[config.mk]
export PLATFORM = sky130hd
export DESIGN_NAME = btn_debounce
export DESIGN_NICKNAME = d
export VERILOG_FILES = /design/src/rtl/btn_debounce.sv
export SDC_FILE = /design/constraint.sdc
export NUM_CORES = 1
export LEC_CHECK = 0
export CORE_AREA = 2 2 39 41
export DETAILED_ROUTE_END_ITERATION = 10
export DIE_AREA = 0 0 41 43
export PLACE_DENSITY = 0.67
export SKIP_CTS_REPAIR_TIMING = 1
export SLEW_MARGIN = 20
export SYNTH_ARGS = -nofsm -noshare
export SYNTH_HDL_FRONTEND = slang
export SYNTH_SLANG_ARGS = --single-unit
[constraint.sdc]
create_clock -name i_clock -period 1.3 [get_ports i_clock]
set_input_delay 0.26 -clock i_clock [delete_from_list [all_inputs] [get_ports i_clock]]
set_output_delay 0.26 -clock i_clock [all_outputs]
set_load 0.01 [all_outputs]
[src/rtl/btn_debounce.sv]
// ---------------------------------------------------------------------------
// btn_debounce
//
// Turns a raw, asynchronous, bouncing push-button level into a clean level
// that is synchronous to i_clock. It also produces one-cycle press/release
// strobes. The raw input goes through a two-flop synchronizer and then a
// four-state debounce FSM. The FSM uses a stability counter: the synchronized
// level must disagree with o_btn on DEBOUNCE_CYCLES consecutive edges before
// o_btn follows it.
//
// Ports
//   i_clock    in   system clock, rising edge
//   i_reset    in   synchronous active-low reset (0 = reset)
//   i_btn_raw  in   asynchronous raw button level
//   o_btn      out  debounced level
//   o_rise     out  one-cycle strobe on o_btn 0->1
//   o_fall     out  one-cycle strobe on o_btn 1->0
//   o_busy     out  high while a transition is being qualified
//
// Parameters
//   DEBOUNCE_CYCLES  qualification length in clock cycles. Legal range is
//                    1 .. 2**20. About 1e6 gives 10 ms at 100 MHz.
//
// Build option
//   BTN_DEBOUNCE_INVERT_EN  when defined, the raw input is inverted ahead of
//                           the synchronizer. This suits active-low buttons,
//                           so that o_btn = 1 means pressed.
//
// State table
//   state        | meaning
//   STABLE_LOW   | o_btn = 0, input agrees with it
//   PEND_HIGH    | o_btn = 0, input has been high for 'cnt' edges
//   STABLE_HIGH  | o_btn = 1, input agrees with it
//   PEND_LOW     | o_btn = 1, input has been low for 'cnt' edges
// ---------------------------------------------------------------------------
module btn_debounce #(
    parameter int DEBOUNCE_CYCLES = 4
) (
    input  logic i_clock,
    input  logic i_reset,
    input  logic i_btn_raw,
    output logic o_btn,
    output logic o_rise,
    output logic o_fall,
    output logic o_busy
);

    localparam int               CNT_W    = $clog2(DEBOUNCE_CYCLES + 1);
    localparam logic [CNT_W-1:0] CNT_ONE  = CNT_W'(1);
    localparam logic [CNT_W-1:0] CNT_LAST = CNT_W'(DEBOUNCE_CYCLES - 1);

    typedef enum logic [1:0] {
        STABLE_LOW  = 2'b00,
        PEND_HIGH   = 2'b01,
        STABLE_HIGH = 2'b11,
        PEND_LOW    = 2'b10
    } state_t;

    state_t           state;
    logic [CNT_W-1:0] cnt;
    logic             btn_in;
    logic             s1;
    logic             s2;

`ifdef BTN_DEBOUNCE_INVERT_EN
    assign btn_in = ~i_btn_raw;
`else
    assign btn_in = i_btn_raw;
`endif

    // Two-flop synchronizer. Only s2 is allowed to reach the FSM.
    always_ff @(posedge i_clock) begin
        if (!i_reset) begin
            s1 <= 1'b0;
            s2 <= 1'b0;
        end else begin
            s1 <= btn_in;
            s2 <= s1;
        end
    end

    // Debounce FSM. All outputs are registered here together with the state.
    // Strobes default low, so each one lasts exactly one cycle.
    always_ff @(posedge i_clock) begin
        if (!i_reset) begin
            state  <= STABLE_LOW;
            cnt    <= '0;
            o_btn  <= 1'b0;
            o_rise <= 1'b0;
            o_fall <= 1'b0;
            o_busy <= 1'b0;
        end else begin
            o_rise <= 1'b0;
            o_fall <= 1'b0;
            case (state)
                STABLE_LOW: begin
                    if (s2) begin
                        if (DEBOUNCE_CYCLES == 1) begin
                            // A single disagreeing sample already qualifies.
                            state  <= STABLE_HIGH;
                            cnt    <= '0;
                            o_btn  <= 1'b1;
                            o_rise <= 1'b1;
                            o_busy <= 1'b0;
                        end else begin
                            state  <= PEND_HIGH;
                            cnt    <= CNT_ONE;
                            o_busy <= 1'b1;
                        end
                    end else begin
                        cnt <= '0;
                    end
                end

                PEND_HIGH: begin
                    if (!s2) begin
                        // Glitch: drop back and restart qualification later.
                        state  <= STABLE_LOW;
                        cnt    <= '0;
                        o_busy <= 1'b0;
                    end else if (cnt == CNT_LAST) begin
                        state  <= STABLE_HIGH;
                        cnt    <= '0;
                        o_btn  <= 1'b1;
                        o_rise <= 1'b1;
                        o_busy <= 1'b0;
                    end else begin
                        cnt <= cnt + CNT_ONE;
                    end
                end

                STABLE_HIGH: begin
                    if (!s2) begin
                        if (DEBOUNCE_CYCLES == 1) begin
                            state  <= STABLE_LOW;
                            cnt    <= '0;
                            o_btn  <= 1'b0;
                            o_fall <= 1'b1;
                            o_busy <= 1'b0;
                        end else begin
                            state  <= PEND_LOW;
                            cnt    <= CNT_ONE;
                            o_busy <= 1'b1;
                        end
                    end else begin
                        cnt <= '0;
                    end
                end

                PEND_LOW: begin
                    if (s2) begin
                        state  <= STABLE_HIGH;
                        cnt    <= '0;
                        o_busy <= 1'b0;
                    end else if (cnt == CNT_LAST) begin
                        state  <= STABLE_LOW;
                        cnt    <= '0;
                        o_btn  <= 1'b0;
                        o_fall <= 1'b1;
                        o_busy <= 1'b0;
                    end else begin
                        cnt <= cnt + CNT_ONE;
                    end
                end

                default: begin
                    state  <= STABLE_LOW;
                    cnt    <= '0;
                    o_btn  <= 1'b0;
                    o_busy <= 1'b0;
                end
            endcase
        end
    end

endmodule

==> flow_metrics.tcl <==
# yosys + openroad results
set metrics [dict create \
    status "finished, final reports clean" \
    initial_core_util_pct 39.06 \
    grt_util_met3_pct 3.141 \
    adder_share_pct 13.89 \
    die_area_um2 1763 \
    swShare_pct 29.02 \
    powerDensity_nw_per_um2 1100 \
    route.detailed.drc 0 \
    seqPwrFrac_pct 44.4 \
    cp-start-kind "flip-flop" \
    p_int_mw 0.6272 \
    worst_hold_path_type "flip-flop to flip-flop" \
    synth_area_um2 540.5 \
    cp-end-kind "flip-flop" \
    worst_slack_ns 0.02446 \
    overflow 0 \
    synthMostInstantiatedCell "dfxtp_1" \
    finalNetCount 83 \
    hpwl_um 745.6 \
    synth-xor-area-share_pct 0 \
    crit_type "flip-flop to flip-flop" \
    crit_path_start "state[1]$_SDFFE_PN0P_" \
    dp.cells 83 \
]
-- placed cells by master (no fill, tap or decap), types with 2 or more instances in the layout --
cell,synthesis,routed
buf_4,0,10
dfxtp_1,11,9
nand2_1,6,6
dlymetal6s2s_1,0,4
and2_1,3,3
ha_4,0,3
clkbuf_4,0,3
inv_4,0,2
o21ai_0,2,2
nor4b_1,2,2
mux2i_1,3,2
ha_1,6,2
clkdlybuf4s50_1,0,2
dfxtp_4,0,2
-- worst max-delay path by stage --
stage	cells after the start	endpoint
after floorplan	5	o_busy$_SDFFE_PN0P_
after global placement	3	cnt[1]$_SDFF_PN0_
after detailed placement	3	cnt[1]$_SDFF_PN0_
after CTS	1	o_busy
after global routing	5	cnt[1]$_SDFF_PN0_
final	6	state[0]$_SDFFE_PN0P_
-- power groups by stage --
stage | registers [mW] | logic [mW] | clock network (mW)
after floorplan | 0.388 | 0.124 | 0
after global placement | 0.389 | 0.209 | 0
after detailed placement | 0.390 | 0.209 | 0
after CTS | 0.382 | 0.210 | 0.253
after global routing | 0.399 | 0.275 | 0.264
final | 0.393 | 0.254 | 0.237
-- area by class of cell --
type | count | area, um^2
timing repair buffer | 17 | 156.4
multi-input combinational | 38 | 356.6
clock buffer | 4 | 26.28
tap | 16 | 20.02
sequential | 11 | 227.7
inverter | 3 | 16.27
fill | 115 | 580.6
-- registers in the layout, summed over array words and instances, names as in the netlist --
| signal | flops |
|---|---|
| cnt | 3 |
| s2 | 1 |
| o_rise | 1 |
| o_btn | 1 |
| s1 | 1 |
| state | 2 |
| o_busy | 1 |
| o_fall | 1 |
-- worst max-delay path, stage by stage (launching register included) --
cell	delay (ns)
dfxtp_4	0.37
buf_6	0.12
ha_4	0.16
mux2i_4	0.18
o21ai_2	0.08
buf_4	0.14
mux2i_1	0.11
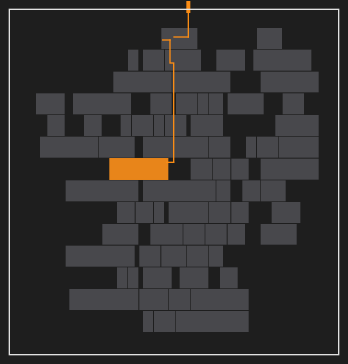
Figure 1: I/O nets highlighted.
Drawn at 8 px/um.
- o_fall: orange (bits 1; direction output; edge top; end cells 1; buffers 1; wire 22.6 um)
Ports: 7
port bufs: 6

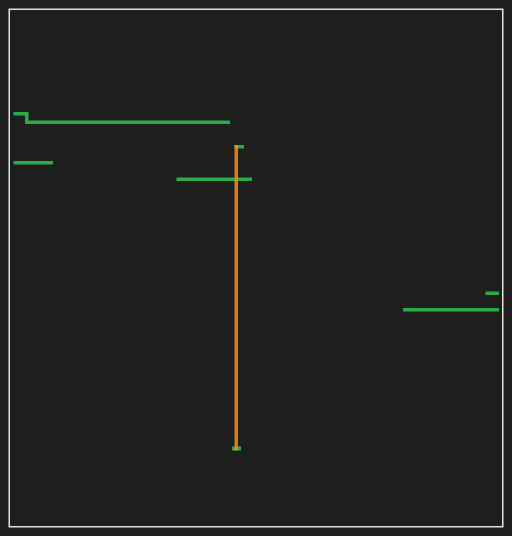
Figure 2: signal wires by layer.
Drawn at 12 px/um. Two of the layers only.
- metal 4: orange (wire length 25.2 um)
- metal 3: green (wire length 36.3 um)

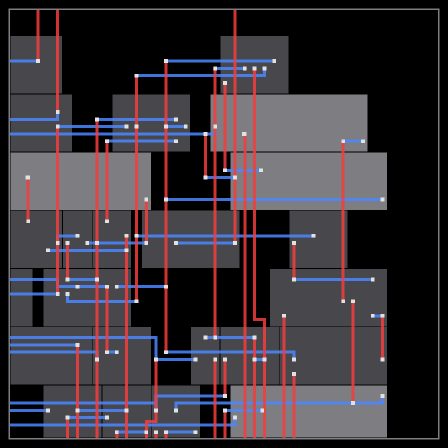
Figure 3: zoomed window.
Region (21, 22) to (41, 42) um. Cells in gray, sequential cells in the stronger gray; small squares are vias.
- metal 2: red
- metal 1: blue
- netlist names of flops here include: cnt (3), o_btn (1)
- cells with their middle in the window: 22
- sequential cells in the window: 4
- most frequent: dfxtp_1 (4), buf_4 (4), dlymetal6s2s_1 (3)

Power and IR drop assume default switching activity.
